Run 1, met1 routing:
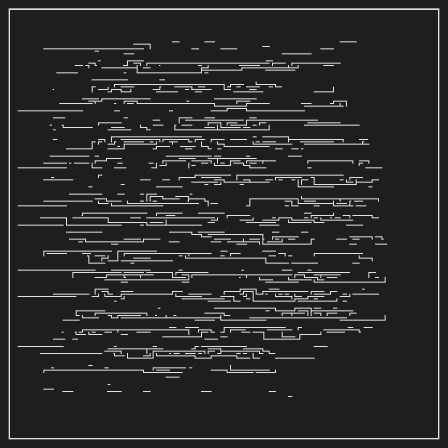
Run 1, clock routing:
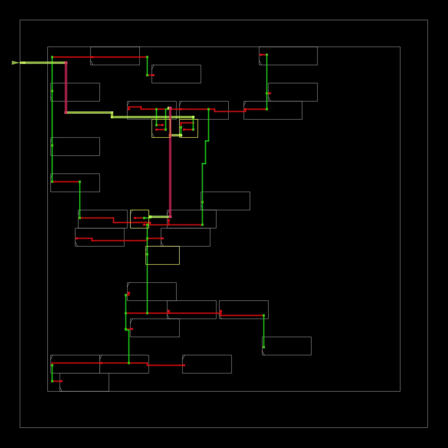
Run 1, sizing map:
Scale bar: 20 µm.
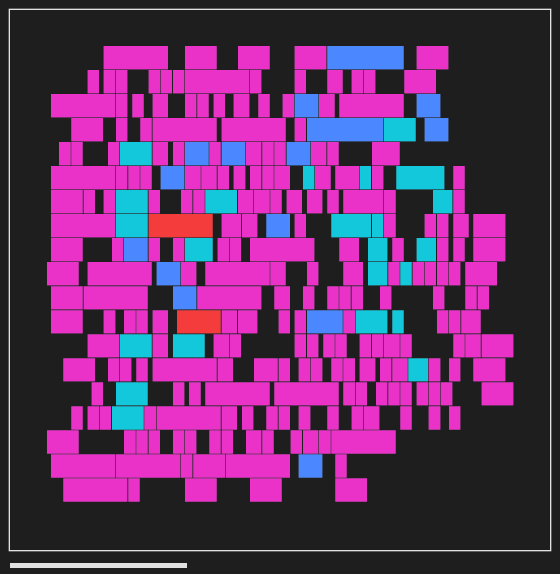
Run 1, signal wires by layer:
Only two layers are drawn.
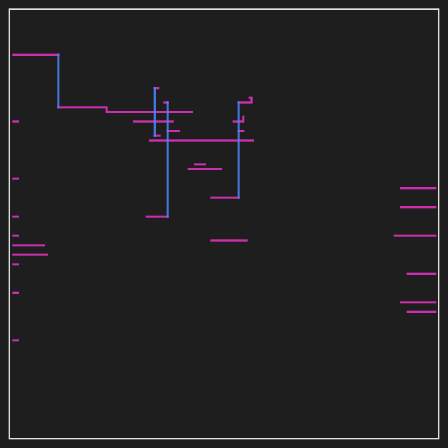
[config.mk]
export PLATFORM = sky130hd
export DESIGN_NAME = vline_timing
export DESIGN_NICKNAME = d
export VERILOG_FILES = /design/src/rtl/vline_timing.sv
export SDC_FILE = /design/constraint.sdc
export NUM_CORES = 1
export LEC_CHECK = 0
export ABC_AREA = 1
export CORE_MARGIN = 4
export CORE_UTILIZATION = 52
export DETAILED_ROUTE_END_ITERATION = 8
export PLACE_DENSITY = 0.79
export SYNTH_ARGS = -nofsm -noshare
export SYNTH_HDL_FRONTEND = slang
export SYNTH_SLANG_ARGS = --single-unit
[constraint.sdc]
create_clock -name clk -period 2.2 [get_ports clk]
set_input_delay 0.33 -clock clk [delete_from_list [all_inputs] [get_ports clk]]
set_output_delay 0.33 -clock clk [all_outputs]
set_load 0.02 [all_outputs]
[src/rtl/vline_timing.sv]
// Vertical timing generator: counts lines on each hline end-of-line tick and
// walks ACTIVE -> FRONT -> SYNC -> BACK, producing vsync_n, vblank, line, row and frame_start.
module vline_timing #(
  parameter int V_ACTIVE = 480,
  parameter int V_FRONT  = 10,
  parameter int V_SYNC   = 2,
  parameter int V_BACK   = 33
) (
  input  logic       clk,
  input  logic       reset,
  input  logic       line_tick,
  output logic       vsync_n,
  output logic       vblank,
  output logic [9:0] line,
  output logic [8:0] row,
  output logic       frame_start
);

  localparam int V_TOTAL = V_ACTIVE + V_FRONT + V_SYNC + V_BACK;

  localparam logic [9:0] LINE_LAST   = 10'(V_TOTAL - 1);
  localparam logic [9:0] FRONT_START = 10'(V_ACTIVE);
  localparam logic [9:0] SYNC_START  = 10'(V_ACTIVE + V_FRONT);
  localparam logic [9:0] BACK_START  = 10'(V_ACTIVE + V_FRONT + V_SYNC);
  localparam logic [8:0] ROW_HOLD    = 9'(V_ACTIVE - 1);

  typedef enum logic [1:0] {
    ACTIVE = 2'd0,
    FRONT  = 2'd1,
    SYNC   = 2'd2,
    BACK   = 2'd3
  } state_t;

  state_t     state;
  state_t     state_nxt;
  logic [9:0] line_nxt;
  logic       wrap;

  always_comb begin
    wrap     = (line == LINE_LAST);
    line_nxt = wrap ? 10'd0 : line + 10'd1;
  end

  // Phase moves only when the next line lands exactly on a boundary.
  always_comb begin
    state_nxt = state;
    case (state)
      ACTIVE:  if (line_nxt == FRONT_START) state_nxt = FRONT;
      FRONT:   if (line_nxt == SYNC_START)  state_nxt = SYNC;
      SYNC:    if (line_nxt == BACK_START)  state_nxt = BACK;
      BACK:    if (wrap)                    state_nxt = ACTIVE;
      default:                              state_nxt = ACTIVE;
    endcase
  end

  always_ff @(posedge clk) begin
    if (reset) begin
      line        <= '0;
      row         <= '0;
      state       <= ACTIVE;
      vsync_n     <= 1'b1;
      vblank      <= 1'b0;
      frame_start <= 1'b0;
    end else if (line_tick) begin
      line        <= line_nxt;
      state       <= state_nxt;
      vsync_n     <= (state_nxt != SYNC);
      vblank      <= (state_nxt != ACTIVE);
      row         <= (state_nxt == ACTIVE) ? line_nxt[8:0] : ROW_HOLD;
      frame_start <= wrap;
    end else begin
      frame_start <= 1'b0;
    end
  end

endmodule
==> impl_metrics.tcl, run 1 <==
# yosys + openroad results
set metrics [dict create \
    gr-total-overflow 0 \
    route.met2.wl_um 1420 \
    ys_warn_count 0 \
    whs_ns 0.495 \
    top_logic_kind "simple AND/OR/NAND/NOR gates" \
    core-area_um2 2730 \
    synth.most_common_cell "nand2_1" \
    pre_cts_slack_ns 0.0434 \
    power.total_uw 762 \
    worstSetupStartpointType "register" \
    pg_clk_uw 231 \
    ys.flop_type "dfxtp_1" \
    status "completed" \
    fin_nets 271 \
    max_slew_margin_pct 57.7 \
    drtPass1Iterations 4 \
    placed_cell_area_um2 1770 \
    io_pins 25 \
    required_ns 2.40 \
    fp_util_pct 53.7 \
    htree_levels 1 \
    io_buffers 24 \
    finalCritPeriodShare_pct 89.2 \
    setup_viol 0 \
    most-common-layout-cells "81 x nand2_1, 37 x inv_1, 24 x clkdlybuf4s50_1, 22 x dfxtp_1, 18 x nor2_1" \
    yosys-mux-area-fraction_pct 0 \
    yosys_cells 236 \
    internal-power_uw 575 \
    syn_area_per_cell_um2 6.22 \
    grt_use_met1_pct 25.8 \
    stdcell_area_um2 1840 \
    cpPeakStageDelay_ns 0.40 \
    simple_gate_area_share_pct 44.0 \
    p_sw_share_pct 24.6 \
    p_leak_uw 0.000936 \
    synth_flops 24 \
    grt_antenna_before_repair 0 \
    tightest_slew_ns 0.634 \
    grt_pass1_vias 1256 \
    yosys-stat-area_um2 1470 \
    slew_violations 0 \
    worst_slack_ns 0.238 \
    synth-edff-count 0 \
    grt_start_max_net_pins 22 \
    arrival_ns 2.16 \
    met1_length_um 1590 \
    crit_path_end_kind "register" \
]
Notes on 'met1 routing' above:
share of all routed wire: 50%
nets with wire on the layer: 245
wire length on this layer: 1590 µm
main direction: horizontal
longest straight run: 17.5 µm

Notes on 'clock routing' above:
clock sink count: 24
Setup Skew: 0.00805 ns
Clock Buffer Count: 4

Notes on 'sizing map' above:
[blue] drive 3 to 4 | cells: 15 | share: 5.7%
[cyan] drive 2 | cells: 23 | share: 8.7%
[red] drive 6 and up | cells: 2 | share: 0.75%
[magenta] drive 1 or less | cells: 225 | share: 85%

Notes on 'signal wires by layer' above:
[blue] met4 | wire length: 44.2 µm
[magenta] met3 | wire length: 115 µm

## run 1: final timing paths
check             end  slack [ns]  depth (start not counted)     start
max           vsync_n        0.24                         15   line[1]
min          state[1]        0.49                          2  state[1]
max reg2reg   vsync_n        0.24                         15   line[1]
min reg2reg  state[1]        0.49                          2  state[1]
## run 1: repair_timing
| action | CTS | global route |
|---|---|---|
| resized | 0 | 11 |
| endpoints found under the setup margin | 0 | 13 |
| endpoints found under the hold margin | 0 | 0 |
## run 1: worst min-delay path: stages (launching register included)
cell	delay, ns
dfxtp_1	0.34
nand2_1	0.07
a21oi_1	0.06
## run 1: final cells by class
type	count	area, µm²
sequential	24	488
clock buffer	4	36.3
fill	251	898
timing repair buffer	33	308
multi-input combinational	161	803
tap	31	38.8
inverter	43	161
## Run 2: what changed since run 1
--- a/config.mk
+++ b/config.mk
@@ -6,7 +6,7 @@
 export NUM_CORES = 1
 export LEC_CHECK = 0
 export ABC_AREA = 1
-export CORE_MARGIN = 4
+export CORE_MARGIN = 3
 export CORE_UTILIZATION = 52
 export DETAILED_ROUTE_END_ITERATION = 8
 export PLACE_DENSITY = 0.79
==> run 2 against run 1 <==
  * Maximum frequency decreased by 2.8%
  * Critical path type unchanged
  * Global-route usage increased by 4.1 points
  * Critical path depth unchanged
  * First-iteration DRC count decreased by 1.9%
  * Highest routed layer unchanged
  * Die size decreased by 6.4%
  * Worst setup slack got worse by 0.056 ns
  * Clock skew decreased by 0.0047 ns
  * Largest power group unchanged
  * Clock power increased by 3%
  * Sequential share of layout area decreased by 0.11 points
  * Non-clock buffer count increased by 3
  * Register-to-register slack got worse by 0.06 ns
==> impl_metrics.tcl, run 2 <==
# yosys + openroad results
set metrics [dict create \
    yosys_cells 236 \
    ctsResizeCount 0 \
    wirelength_um 3400 \
    crit_end "row[7]" \
    simple_gate_area_share_pct 44.0 \
    p_sw_share_pct 25.2 \
    required_ns 2.44 \
    ys_types 25 \
    clk_latency_ns 0.32 \
    p_leak_uw 0.000961 \
    io_buffers 24 \
    synth-adder-area-share_pct 1.70 \
    regToRegSetupSlack_ns 0.18 \
    syn_area_per_cell_um2 6.22 \
    synth-edff-count 0 \
    status "completed" \
    synth_flops 24 \
    yosys-mux-area-fraction_pct 0 \
    grt_start_max_net_pins 19 \
    htree_levels 1 \
    io_pins 25 \
    area.growth.synth_to_final_pct 25.5 \
    top_logic_kind "simple AND/OR/NAND/NOR gates" \
    power.total_uw 775 \
    crit_chain "inv_1 -> ha_1 -> nand2_1 -> nor2_1 -> nand4_2 -> nand2_1 -> nor3_1 -> nand3_1 -> nand3_1 -> nand3_2 -> nand2_2 -> buf_4 -> nand3_2 -> nand2_1 -> inv_1" \
    placed_cell_area_um2 1790 \
    whs_ns 0.492 \
    fin_nets 274 \
    setup_viol 0 \
    ys.flop_type "dfxtp_1" \
    ys_warn_count 0 \
    reg2reg_to "row[7]" \
    drtPass1Iterations 4 \
    routabilityCongestion 0.886 \
    tightest_slew_ns 0.541 \
    aoi_share_pct 6.73 \
    power_frac_seq_pct 57.8 \
    cpPeakStageDelay_ns 0.36 \
    synth.most_common_cell "nand2_1" \
    largest-register "line" \
    route.met2.wl_um 1630 \
    worst_slack_ns 0.183 \
    gr-total-overflow 0 \
    layout-drive-gt1-share_pct 17.2 \
    core-area_um2 2590 \
    worst-path-stages 15 \
    comb_power_share_pct 11.5 \
    yosys-stat-area_um2 1470 \
    startpoint "line[0]" \
    fp_util_pct 56.7 \
    syn_area_um2 1470 \
    grt_pass1_vias 1444 \
    syn_inst 236 \
    r2r_cells 15 \
    grt_antenna_before_repair 0 \
    pre_cts_slack_ns 0.109 \
    internal-power_uw 580 \
    arrival_ns 2.25 \
    grt_use_met1_pct 28.9 \
    post-synth-top-area-cell "dfxtp_1" \
    most-common-layout-cells "80 x nand2_1, 38 x inv_1, 24 x clkdlybuf4s50_1, 18 x nor2_1, 18 x dfxtp_1" \
    dieArea_um2 3500 \
    placementRows 18 \
    max_slew_margin_pct 63.9 \
    met3_usage_pct 3.27 \
    top_regs "line (10), row (9), state (2)" \
    crit_path_end_kind "register" \
    postRouteAntennaNets 0 \
    r2r-start "line[0]" \
    met1_length_um 1570 \
    finalCritPeriodShare_pct 91.7 \
    clock_sinks 24 \
    slew_violations 0 \
    stdcell_area_um2 1840 \
    worstSetupStartpointType "register" \
]
-- run 2: worst min path at each step --
stage / from / end / slack [ns] / depth (start not counted)
global route: vsync_n / vsync_n / 0.51 / 2
global placement: vsync_n / vsync_n / 0.46 / 2
finish: vsync_n / vsync_n / 0.49 / 2
detailed placement: vsync_n / vsync_n / 0.45 / 2
floorplan: reset / frame_start / 0.41 / 1
CTS: vsync_n / vsync_n / 0.49 / 2
-- run 2: final cells by class --
type                    count  area (µm²)
multi-input cells         161         790
fillers                   232         747
flip-flops and latches     24         488
well taps                  30        37.5
clock buffers               4        36.3
inverters                  43         161
repair buffers             36         330
-- run 2: cell families after synthesis --
logic type      after synthesis
compound gates               18
xor+xnor                      1
simple gates                140
buf+inv                      51
fa+ha+maj                     2
flops                        24
Run 2, clock routing:
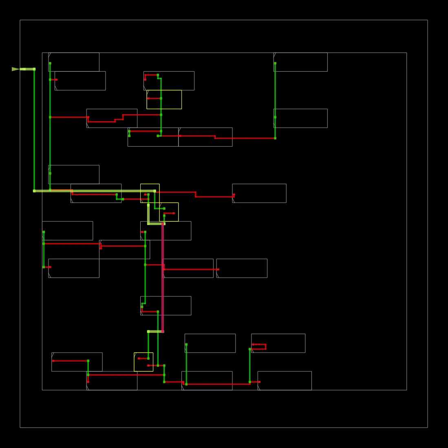
Setup Skew: 0.00333 ns
Num CTS Buffers: 3
power in the clock group: 239 µW

Run 2, signal wires by layer:
Only two layers are drawn.
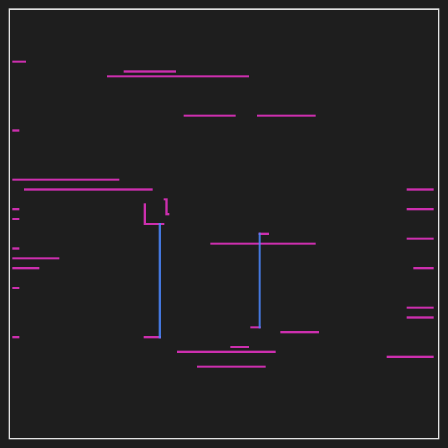
[blue] met4 | wire length: 28.6 µm
[magenta] met3 | wire length: 170 µm

Run 2, met2 routing:
Cells faint in the background.
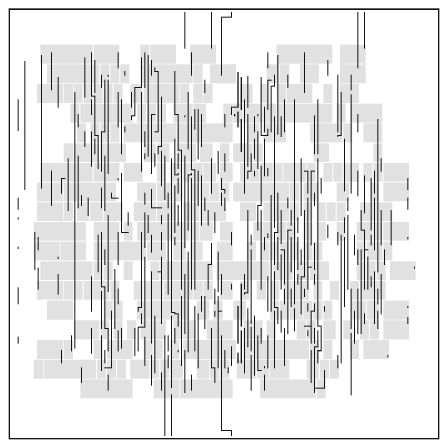
longest straight run: 35.4 µm
nets with wire on the layer: 213
share of all routed wire: 48%
main direction: vertical
wire length on this layer: 1630 µm

Power and IR drop assume default switching activity.
